[src/rtl/mux2_arbiter.sv]
// Two-input arbiter feeding one output register; ties go to i0, or alternate with MUX2_ARBITER_RR_EN.
// Latency: 1 cycle from accept to out_valid. Backpressure: out_ready low while FULL stalls both inputs.
module mux2_arbiter (
  input  logic        clk,
  input  logic        rst,
  input  logic        i0_valid,
  input  logic [31:0] i0_data,
  output logic        i0_ready,
  input  logic        i1_valid,
  input  logic [31:0] i1_data,
  output logic        i1_ready,
  output logic        out_valid,
  output logic [31:0] out,
  output logic        out_sel,
  input  logic        out_ready,
  output logic [15:0] cnt0,
  output logic [15:0] cnt1
);

  typedef enum logic {EMPTY = 1'b0, FULL = 1'b1} state_t;

  state_t      state;
  state_t      state_nxt;
  logic        load;
  logic        grant;
  logic        xfer;
  logic        last_sel;
  logic [31:0] gdata;

  always_comb begin
    load      = !rst && ((state == EMPTY) || out_ready);
    grant     = 1'b0;
    if (i0_valid && i1_valid) begin
`ifdef MUX2_ARBITER_RR_EN
      grant = ~last_sel;
`else
      // last_sel is still tracked but never decides a tie here.
      grant = 1'b0 & last_sel;
`endif
    end else if (i1_valid) begin
      grant = 1'b1;
    end
    xfer      = load && (i0_valid || i1_valid);
    i0_ready  = xfer && !grant;
    i1_ready  = xfer && grant;
    gdata     = grant ? i1_data : i0_data;
    state_nxt = state;
    if (xfer) begin
      state_nxt = FULL;
    end else if (load) begin
      state_nxt = EMPTY;
    end
  end

  always_ff @(posedge clk) begin
    if (rst) begin
      state <= EMPTY;
    end else begin
      state <= state_nxt;
    end
  end

  always_ff @(posedge clk) begin
    if (rst) begin
      out      <= 32'd0;
      out_sel  <= 1'b0;
      last_sel <= 1'b1;
      cnt0     <= 16'd0;
      cnt1     <= 16'd0;
    end else if (xfer) begin
      out      <= gdata;
      out_sel  <= grant;
      last_sel <= grant;
      if (grant) begin
        cnt1 <= cnt1 + 16'd1;
      end else begin
        cnt0 <= cnt0 + 16'd1;
      end
    end
  end

  assign out_valid = (state == FULL);

endmodule

[config.mk]
export PLATFORM = sky130hd
export DESIGN_NAME = mux2_arbiter
export DESIGN_NICKNAME = d
export VERILOG_FILES = /design/src/rtl/mux2_arbiter.sv
export SDC_FILE = /design/constraint.sdc
export NUM_CORES = 1
export LEC_CHECK = 0
export ABC_AREA = 1
export CORE_MARGIN = 1
export CORE_UTILIZATION = 30
export CTS_BUF_LIST = sky130_fd_sc_hd__clkbuf_4 sky130_fd_sc_hd__clkbuf_8
export DETAILED_ROUTE_END_ITERATION = 10
export SYNTH_ARGS = -nofsm -noshare
export SYNTH_HDL_FRONTEND = slang
export SYNTH_SLANG_ARGS = --single-unit
[constraint.sdc]
create_clock -name clk -period 3.64 [get_ports clk]
set_clock_uncertainty 0.1 [all_clocks]
set_input_delay 0.364 -clock clk [delete_from_list [all_inputs] [get_ports clk]]
set_output_delay 0.364 -clock clk [all_outputs]
set_load 0.02 [all_outputs]
**Clock distribution**

Scale bar: 20 um.
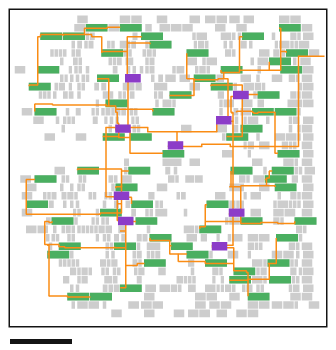
legend:
  orange:
    item: clock wires
    length: 963 um
  green:
    item: flip-flops
    count: 66
  purple:
    item: clock drivers
    count: 9
routed clock nets: 10
Clock Power Share: 0.356
clock-net power: 558 uW
Worst-Skew Late Latency: 0.33 ns

**Floorplan with the power grid**

Pins as bars on the die edge. Tap cells in grey.
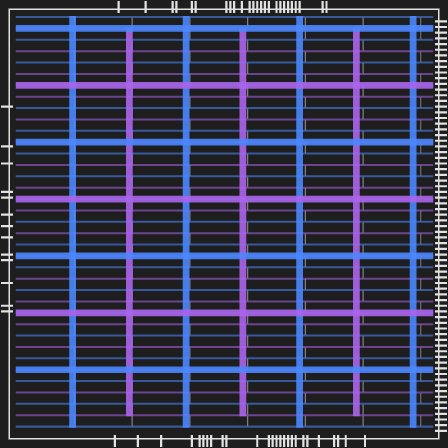
legend:
  purple:
    net: VDD
  blue:
    net: VSS
met4 straps: 7
signal pins: 137
met1 rails: 37
worst vdd ir: 0.121 mV
Chip Height: 102 um
Die X: 102 um
Core Area: 9770 um2

==> ci_impl_report.md <==
## Implementation flow summary

| Metric | Value |
|---|---|
| Result of the run | complete, no violations |
| Largest net degree at the start of global routing | 42 |
| DRT iter0 DRCs | 84 |
| DR WL/cell | 13.2 um |
| Vias post-DR | 3299 |
| CP startpoint | rst |
| Critical path depth | 5 |
| WHS Endpoint | out_sel |
| Reg-to-reg startpoint | out_valid |
| IO Count | 137 |
| Hold Startpoint | out_sel |
| Final hold violations | 0 |
| Mux share | 0 |
| DP Area | 4460 um2 |
| Overall Power | 1.57 mW |
| Xor/xnor share of the synthesized area | 0.00290 |
| Initial antenna violation count | 0 |
| Initial DRT Pass Iterations | 4 |
| Fp util | 0.309 |
| Cell area leaders | dfxtp_1 (44%), nand2_1 (20%), a31oi_1 (7.0%) |
**Gate-type map**

Scale bar: 20 um.
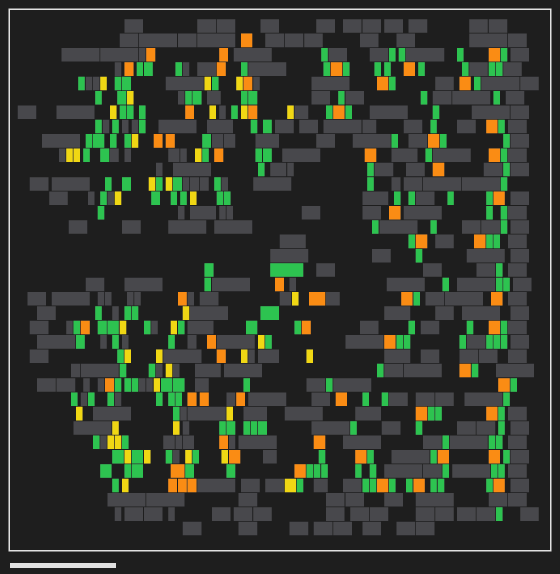
legend:
  orange:
    family: inverting AOI/OAI gates
    cells: 60
    most_used: a31oi_1
  green:
    family: NAND gates
    cells: 193
    most_used: nand2_1
    where: all over the die
  yellow:
    family: inverters
    cells: 39
    most_used: inv_1
top logic cell by instance count in the layout: nand2_1
logic share of the area: 0.309
Finished Layout Cells: 712

**Placement by cell class**

Scale bar: 20 um.
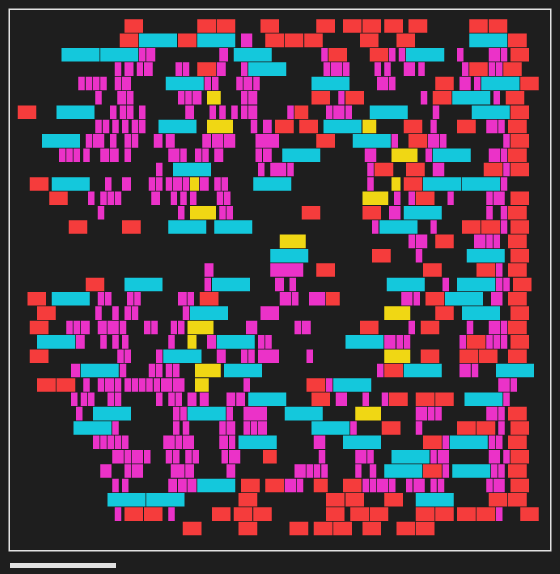
legend:
  cyan:
    class: flops
    cells: 66
  magenta:
    class: combinational and other logic
    cells: 357
  yellow:
    class: clock drivers and dummy loads
    cells: 16
  red:
    class: other buffers and delay cells
    cells: 140
final instance area: 4640 um2
Util after Layout: 0.474
Core Rows: 36
sequential share of cell area: 0.285

[report_power, final]
group / switching (mW) / internal, mW / total (mW) / leakage (nW)
Clock: 0.272 / 0.286 / 0.558 / 0.0974
Sequential: 0.0153 / 0.747 / 0.763 / 0.537
Combinational: 0.116 / 0.133 / 0.248 / 1.12
[cell type report]
| class | count | area share |
|---|---|---|
| clock buffer | 13 | 0.0345 |
| multi-input combinational | 318 | 0.309 |
| inverter | 39 | 0.0321 |
| sequential | 66 | 0.285 |
| clock inverter | 3 | 0.00324 |
| tap | 133 | 0.0359 |
| timing repair buffer | 140 | 0.300 |
[layer usage]
layer	routed length (um)	GRT usage
met1	4190	0.214
met2	4170	0.278
met3	967	0.0677
met4	87	0.0626
met5	0	0
[synthesized netlist by cell type (2+ instances only)]
| cell type | n |
|---|---|
| nand2_1 | 163 |
| dfxtp_1 | 66 |
| nor2_1 | 51 |
| inv_1 | 36 |
| a31oi_1 | 34 |
| nand3_1 | 19 |
| a21oi_1 | 14 |
| o21ai_0 | 10 |
| nand4_1 | 9 |
| clkbuf_1 | 7 |
| buf_2 | 5 |
| nor2_2 | 5 |
| buf_6 | 4 |
| nor3_1 | 4 |
| buf_4 | 3 |
| ha_1 | 2 |
| inv_2 | 2 |
[registers in the layout (all words and copies together), names as in the netlist]
signal,count
cnt0,16
cnt1,16
out,32
out_sel,1
out_valid,1
[cells by family after synthesis]
group                    after synthesis
adder cells (fa/ha/maj)                2
buffers and inverters                 58
flip-flops                            66
AND-OR/OR-AND                         60
XOR/XNOR                               1
AND/OR/NAND/NOR                      255
[worst register-to-register path: stages (launching register included)]
cell     delay, ns
dfxtp_1       0.33
nand2_1       0.18
nand2_1       0.12
nor2_4        0.12
buf_4         0.40
nand3_1       0.17
o21ai_0       0.18
nor2_1        0.05
No activity file was given, so power comes from the tool's default toggle rates.
